[config.mk]
export PLATFORM = sky130hd
export DESIGN_NAME = sha256_stream_padder
export DESIGN_NICKNAME = d
export VERILOG_FILES = /design/src/rtl/sha256_pkg.sv /design/src/rtl/sha256_pad_insert.sv /design/src/rtl/sha256_stream_padder.sv
export SDC_FILE = /design/constraint.sdc
export NUM_CORES = 2
export LEC_CHECK = 0
export CAP_MARGIN = 20
export CELL_PAD_IN_SITES_DETAIL_PLACEMENT = 1
export CELL_PAD_IN_SITES_GLOBAL_PLACEMENT = 2
export CORE_MARGIN = 2
export CORE_UTILIZATION = 29
export CTS_CLUSTER_SIZE = 20
export DETAILED_ROUTE_END_ITERATION = 10
export PLACE_DENSITY_LB_ADDON = 0.1
export SETUP_SLACK_MARGIN = 0.4
export SLEW_MARGIN = 20
export SYNTH_ARGS = -nofsm -noshare
export SYNTH_HDL_FRONTEND = slang
export SYNTH_SLANG_ARGS = --single-unit
export TNS_END_PERCENT = 10
[constraint.sdc]
create_clock -name clk_i -period 21.4 [get_ports clk_i]
set_input_delay 5.35 -clock clk_i [delete_from_list [all_inputs] [get_ports clk_i]]
set_output_delay 5.35 -clock clk_i [all_outputs]
set_load 0.005 [all_outputs]
[src/rtl/sha256_pkg.sv]
// sha256_pkg
// Shared constants and types for the SHA-256 front end.
//   SHA256_BLOCK_W      : width of one padded message block (bits)
//   SHA256_LEN_FIELD_W  : width of the trailing big-endian bit-length field
//   SHA256_LEN_OFFSET   : byte position where the length field starts
//   pad_state_t         : padder FSM states
//   pad_mode_t          : selects how sha256_pad_insert finishes a block
package sha256_pkg;

  localparam int SHA256_BLOCK_W     = 512;
  localparam int SHA256_LEN_FIELD_W = 64;
  localparam int SHA256_LEN_OFFSET  = 56;
  localparam int SHA256_BLOCK_BYTES = SHA256_BLOCK_W / 8;

  typedef enum logic [1:0] {
    S_FILL      = 2'd0,
    S_SEND      = 2'd1,
    S_EXTRA     = 2'd2,
    S_SEND_LAST = 2'd3
  } pad_state_t;

  // PAD_LAST : block holding the end of the message (length only if it fits)
  // PAD_EXTRA: additional trailing block (length always written)
  typedef enum logic {
    PAD_LAST  = 1'b0,
    PAD_EXTRA = 1'b1
  } pad_mode_t;

endpackage

[src/rtl/sha256_pad_insert.sv]
// sha256_pad_insert
// Combinational finishing of a padded block: bytes after the message end are
// cleared, the 0x80 marker is placed at the end position (when it lies inside
// the block) and the 64-bit length is written to bytes 56..63 when it fits
// (PAD_LAST) or unconditionally (PAD_EXTRA).
// Ports:
//   raw_block    : buffered block, message byte 0 in [511:504]
//   end_pos      : byte offset of the message end within the block, 0..64
//   bit_len      : message length in bits, big-endian field value
//   mode         : PAD_LAST / PAD_EXTRA
//   padded_block : finished block
module sha256_pad_insert
  import sha256_pkg::*;
(
  input  logic [SHA256_BLOCK_W-1:0]     raw_block,
  input  logic [6:0]                    end_pos,
  input  logic [SHA256_LEN_FIELD_W-1:0] bit_len,
  input  pad_mode_t                     mode,
  output logic [SHA256_BLOCK_W-1:0]     padded_block
);

  logic len_en_s;

  // Length goes in this block only if the marker left room for it.
  assign len_en_s = (mode == PAD_EXTRA) || (end_pos < 7'(SHA256_LEN_OFFSET));

  // Per-byte keep / marker / clear, then optional length overlay.
  always_comb begin
    padded_block = raw_block;
    for (int i = 0; i < SHA256_BLOCK_BYTES; i++) begin
      padded_block[SHA256_BLOCK_W-1-8*i -: 8] =
        (7'(i) < end_pos)  ? raw_block[SHA256_BLOCK_W-1-8*i -: 8] :
        (7'(i) == end_pos) ? 8'h80 : 8'h00;
    end
    padded_block[SHA256_LEN_FIELD_W-1:0] =
      len_en_s ? bit_len : padded_block[SHA256_LEN_FIELD_W-1:0];
  end

endmodule

[src/rtl/sha256_stream_padder.sv]
// sha256_stream_padder
// Streaming SHA-256 padder: collects IN_W-bit message beats into 512-bit
// blocks and emits them fully padded (0x80 marker, zero fill, 64-bit
// big-endian bit length) over a valid/ready handshake.
// Optional feature macro: SHA256_PAD_BYTE_EN -- when defined, last_bytes_i
// gives the valid byte count of the final beat; otherwise every beat is full.
// Ports:
//   clk_i, reset_i (async, active-high)
//   data_i/v_i/last_i/last_bytes_i/ready_o : message beat input
//   block_o/v_o/last_o/ready_i             : padded block output
module sha256_stream_padder
  import sha256_pkg::*;
#(
  parameter int IN_W  = 32,
  parameter int LEN_W = 64
) (
  input  logic                      clk_i,
  input  logic                      reset_i,
  input  logic [IN_W-1:0]           data_i,
  input  logic                      v_i,
  input  logic                      last_i,
  input  logic [$clog2(IN_W/8):0]   last_bytes_i,
  output logic                      ready_o,
  output logic [SHA256_BLOCK_W-1:0] block_o,
  output logic                      v_o,
  output logic                      last_o,
  input  logic                      ready_i
);

  localparam int BEAT_BYTES = IN_W / 8;
  localparam int BEATS      = SHA256_BLOCK_W / IN_W;
  localparam int CNT_W      = $clog2(BEATS);
  localparam int VB_W       = $clog2(BEAT_BYTES) + 1;

  pad_state_t                  state_r, state_nxt_s;
  logic [SHA256_BLOCK_W-1:0]   buf_r, buf_nxt_s, merged_s, padded_s, raw_s;
  logic [CNT_W-1:0]            cnt_r, cnt_nxt_s;
  logic [LEN_W-1:0]            len_r, len_nxt_s, len_add_s, len_sel_s;
  logic                        pend80_r, pend80_nxt_s;
  logic                        done_r, done_nxt_s;
  logic [VB_W-1:0]             valid_bytes_s;
  logic [6:0]                  end_pos_s, pad_pos_s;
  logic [8:0]                  base_s;
  pad_mode_t                   mode_s;

`ifdef SHA256_PAD_BYTE_EN
  assign valid_bytes_s = last_i ? last_bytes_i : VB_W'(BEAT_BYTES);
`else
  logic [VB_W-1:0] unused_last_bytes_s;
  assign unused_last_bytes_s = last_bytes_i;
  assign valid_bytes_s       = VB_W'(BEAT_BYTES);
`endif

  assign len_add_s = len_r + LEN_W'({valid_bytes_s, 3'b000});
  assign end_pos_s = 7'(cnt_r) * 7'(BEAT_BYTES) + 7'(valid_bytes_s);
  assign base_s    = 9'(SHA256_BLOCK_W - 1) - 9'(cnt_r) * 9'(IN_W);

  // Incoming beat dropped into its slot of the block buffer.
  always_comb begin
    merged_s                  = buf_r;
    merged_s[base_s -: IN_W]  = data_i;
  end

  // S_EXTRA pads the (already cleared) buffer; otherwise the beat being closed.
  assign mode_s    = (state_r == S_EXTRA) ? PAD_EXTRA : PAD_LAST;
  assign raw_s     = (state_r == S_EXTRA) ? buf_r : merged_s;
  assign pad_pos_s = (state_r == S_EXTRA) ? (pend80_r ? 7'd0 : 7'd64) : end_pos_s;
  assign len_sel_s = (state_r == S_EXTRA) ? len_r : len_add_s;

  sha256_pad_insert u_pad_insert (
    .raw_block    (raw_s),
    .end_pos      (pad_pos_s),
    .bit_len      (SHA256_LEN_FIELD_W'(len_sel_s)),
    .mode         (mode_s),
    .padded_block (padded_s)
  );

  // Next-state and datapath update for the padder FSM.
  always_comb begin
    state_nxt_s  = state_r;
    buf_nxt_s    = buf_r;
    cnt_nxt_s    = cnt_r;
    len_nxt_s    = len_r;
    pend80_nxt_s = pend80_r;
    done_nxt_s   = done_r;
    case (state_r)
      S_FILL: begin
        if (v_i) begin
          len_nxt_s = len_add_s;
          if (last_i) begin
            buf_nxt_s  = padded_s;
            done_nxt_s = 1'b1;
            if (end_pos_s < 7'(SHA256_LEN_OFFSET)) begin
              state_nxt_s = S_SEND_LAST;
            end else begin
              // No room for the length: it goes in an extra block, and the
              // marker too when the message filled this block exactly.
              state_nxt_s  = S_SEND;
              pend80_nxt_s = (end_pos_s == 7'(SHA256_BLOCK_BYTES));
            end
          end else begin
            buf_nxt_s = merged_s;
            cnt_nxt_s = cnt_r + CNT_W'(1);
            if (cnt_r == CNT_W'(BEATS - 1)) begin
              state_nxt_s = S_SEND;
            end else begin
              state_nxt_s = S_FILL;
            end
          end
        end else begin
          state_nxt_s = S_FILL;
        end
      end
      S_SEND: begin
        if (ready_i) begin
          buf_nxt_s   = '0;
          cnt_nxt_s   = '0;
          state_nxt_s = done_r ? S_EXTRA : S_FILL;
        end else begin
          state_nxt_s = S_SEND;
        end
      end
      S_EXTRA: begin
        buf_nxt_s   = padded_s;
        state_nxt_s = S_SEND_LAST;
      end
      S_SEND_LAST: begin
        if (ready_i) begin
          buf_nxt_s    = '0;
          cnt_nxt_s    = '0;
          len_nxt_s    = '0;
          pend80_nxt_s = 1'b0;
          done_nxt_s   = 1'b0;
          state_nxt_s  = S_FILL;
        end else begin
          state_nxt_s = S_SEND_LAST;
        end
      end
      default: begin
        state_nxt_s = S_FILL;
      end
    endcase
  end

  // State register and registered handshake outputs.
  always_ff @(posedge clk_i or posedge reset_i) begin
    if (reset_i) begin
      state_r <= S_FILL;
      ready_o <= 1'b1;
      v_o     <= 1'b0;
      last_o  <= 1'b0;
    end else begin
      state_r <= state_nxt_s;
      ready_o <= (state_nxt_s == S_FILL);
      v_o     <= (state_nxt_s == S_SEND) || (state_nxt_s == S_SEND_LAST);
      last_o  <= (state_nxt_s == S_SEND_LAST);
    end
  end

  // Block buffer, beat index, bit length and padding flags.
  always_ff @(posedge clk_i or posedge reset_i) begin
    if (reset_i) begin
      buf_r    <= '0;
      cnt_r    <= '0;
      len_r    <= '0;
      pend80_r <= 1'b0;
      done_r   <= 1'b0;
    end else begin
      buf_r    <= buf_nxt_s;
      cnt_r    <= cnt_nxt_s;
      len_r    <= len_nxt_s;
      pend80_r <= pend80_nxt_s;
      done_r   <= done_nxt_s;
    end
  end

  assign block_o = buf_r;

endmodule

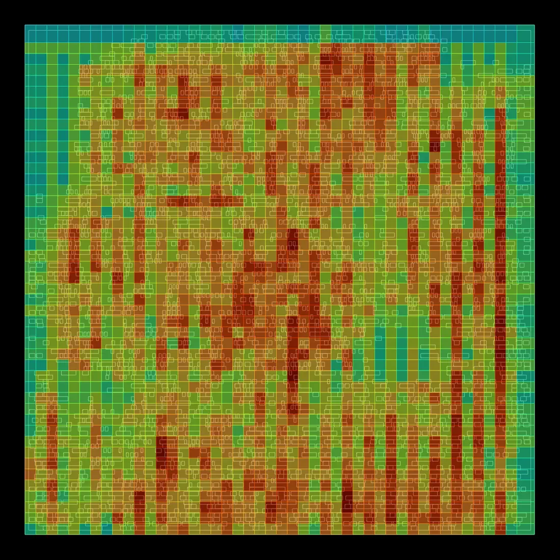
Figure 1: track usage over the die.
utilization of the core after routing: 0.3863
Routed WL per cell: 30.51 um

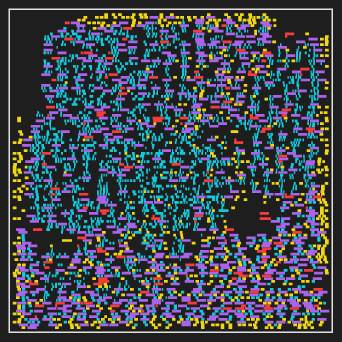
Figure 2: cell classes on the final placement.
(1 px per um)
class	color	cells
registers	purple	582
clock drivers and dummy loads	red	133
remaining logic cells	cyan	2269
remaining buffers and delay cells	yellow	655
flop share of the area: 0.3770
row cnt: 116
finished layout cell area: 38630 um2

==> impl_metrics.tcl <==
# flow metrics
set metrics [dict create \
    ff_count 582 \
    power.density_nw_per_um2 103.2 \
    number_of_hold_slack_violations_in_the_final_timing_report 0 \
    number_of_global_route_vias_before_repair 29120 \
    globalRouteMet2Util 0.4675 \
    globalplace.congestion 0.8622 \
    ff_type "sky130_fd_sc_hd__dfrtp_1" \
    grt.busiest_layer "met2" \
    antenna_left 0 \
    chip_area_um2 103400 \
    run_status "completed" \
    grt-ovfl-total 0 \
    max-vdd-ir-drop_mv 0.05420 \
    initialDrtViolationCount 2535 \
    launch_point_of_the_worst_path "v_i" \
    hp-start "block_o[166]" \
    signal_buffers 655 \
    grt_antenna_before_repair 6 \
    netlist_instances 3168 \
    num-multi-input-gates 2222 \
    cts_sinks 582 \
    cts_tree "done" \
    drv.max_cap_violation_count 0 \
    basic_gate_share_of_the_synthesized_area_counting_and_or_nand_and_nor_cells 0.1484 \
    worst_path_most_repeated_cell "sky130_fd_sc_hd__buf_4" \
    boundaryPins 555 \
    num-clock-buffers 112 \
    grt_setup_unrepaired "false" \
    slew_headroom 0.1961 \
    share_of_synthesized_area_occupied_by_flip_flops_and_latches 0.4979 \
    wire_length_of_the_first_global_routing_pass_um 215600 \
    synthTopLogicFamily "AND-OR/OR-AND gates" \
    grt_max_degree 156 \
    slowest_stage "sky130_fd_sc_hd__clkdlybuf4s50_1" \
    cts_hold_buffers 0 \
    worst_setup_path_end_kind "flop" \
    layout.cells.most_common "sky130_fd_sc_hd__dfrtp_1" \
    mappedNetlistNets 3216 \
    cts_setup_buffers 0 \
    synth.cellmix.xorXnorShare 0.01369 \
    die_w_um 321.6 \
    holdWs_ns 0.4856 \
    met2WireLength_um 72330 \
    post_synth_fa_ha_maj_area_fraction 0.003422 \
    warning_count 39 \
]
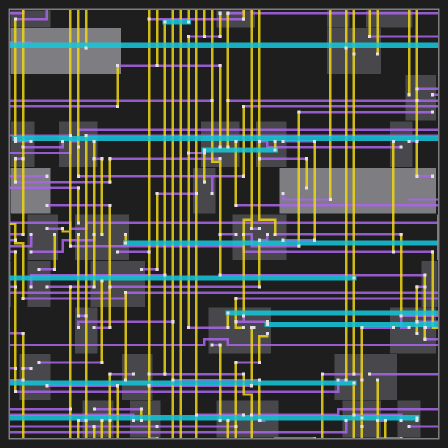
Figure 3: layout detail.
Window x 68 to 93, y 229 to 254 um. Cells in gray, sequential cells in the stronger gray; small squares are vias.
layer	color
M1	purple
M2	yellow
M3	cyan
sequential cells in the window	2
netlist names of flops here include	`block_o` (2)
most frequent	nand2_1 (4), a21oi_1 (3), o21ai_0 (3)
cells with their middle in the window	25

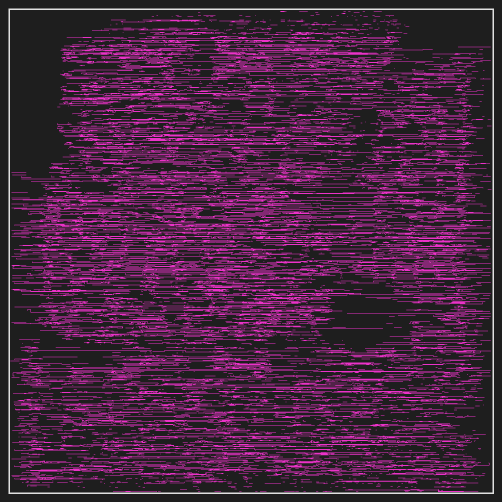
Figure 4: M1 wires.
(1.5 px per um)
share of all routed wire	43%
main direction	horizontal
nets with wire on the layer	3345
longest straight run	150 um
wire length on this layer	64.5 mm
Detailed Route WL: 150800 um
met1 usage: 0.3758
vias after detailed routing: 28960

[registers in the layout (all words and copies together), names as in the netlist]
register and flops:
block_o 512, len_r 59, cnt_r 4, state_r 2
done_r 1, last_o 1, pend80_r 1, ready_o 1
v_o 1
[path summary, 6_finish.rpt]
path | end | slack [ns] | cells after the start
max | block_o[46] | 13.00 | 9
min | block_o[166] | 0.49 | 2
max reg2reg | block_o[205] | 16.96 | 11
min reg2reg | block_o[166] | 0.49 | 2
max in group asynchronous | block_o[49] | 13.13 | 5
min in group asynchronous | block_o[140] | 5.25 | 2
[worst register-to-register path: cells and delay by family (launching register included)]
family / cells / cell delay, ns
compound gates: 4 / 1.39
flops: 1 / 0.34
simple gates: 2 / 0.27
buf+inv: 5 / 2.32
[Yosys cell counts, types with 13 or more instances]
master                      instances  area (um2)
sky130_fd_sc_hd__a21oi_1          222        1111
sky130_fd_sc_hd__a22o_1           102       893.4
sky130_fd_sc_hd__a22oi_1           64       480.5
sky130_fd_sc_hd__a31oi_1           30       187.7
sky130_fd_sc_hd__a32o_1            65       650.6
sky130_fd_sc_hd__and3_1            34       212.7
sky130_fd_sc_hd__and4_1            19       166.4
sky130_fd_sc_hd__buf_1             19       71.32
sky130_fd_sc_hd__buf_2             58       290.3
sky130_fd_sc_hd__clkbuf_1         231       867.1
sky130_fd_sc_hd__dfrtp_1          581       14540
sky130_fd_sc_hd__inv_1             46       172.7
sky130_fd_sc_hd__mux2i_1           13       130.1
sky130_fd_sc_hd__nand2_1          432        1622
sky130_fd_sc_hd__nand3_1          116       580.6
sky130_fd_sc_hd__nand4_1           20       125.1
sky130_fd_sc_hd__nor2_1           207       777.0
sky130_fd_sc_hd__nor3_1            29       145.1
sky130_fd_sc_hd__o211ai_1          15       112.6
sky130_fd_sc_hd__o21ai_0          325        1627
sky130_fd_sc_hd__o21ai_1           34       170.2
sky130_fd_sc_hd__o221ai_1          32       280.3
sky130_fd_sc_hd__o22a_1            57       499.2
sky130_fd_sc_hd__o22ai_1           43       269.0
sky130_fd_sc_hd__o2bb2ai_1         95       832.1
sky130_fd_sc_hd__o31ai_1           31       232.7
sky130_fd_sc_hd__xnor2_1           17       148.9
sky130_fd_sc_hd__xor2_1            25       219.0
[report_power, final]
part | switching, W | internal (W) | total (W)
Sequential | 0.0000864 | 0.00120 | 0.00128
Combinational | 0.000985 | 0.000414 | 0.00140
Clock | 0.000532 | 0.000775 | 0.00131
Total | 0.00160 | 0.00238 | 0.00399
[through the flow]
stage               instances  worst slack [ns]  cell area [um2]  total power, W  utilization
floorplan                3168             8.119            29260        0.002007            -
global placement         4802             12.31            36050        0.002662       0.3605
detailed placement       4802             12.28            36060        0.002693       0.3606
CTS                      4935             12.98            38570        0.004014       0.3857
global route             4939             12.66            38630        0.004162       0.3863
finish                   4942             13.00            38630        0.003988       0.3863
[cells by family after synthesis]
kind of cell               after synthesis
buffers and inverters                  364
adders and majority gates                8
AOI/OAI and AO/OA                     1208
xor gates and xnor gates                44
and+or+nand+nor                        948
muxes                                   14
DFF                                    582
Power figures rest on the tool's default switching activity, not on a simulated workload.
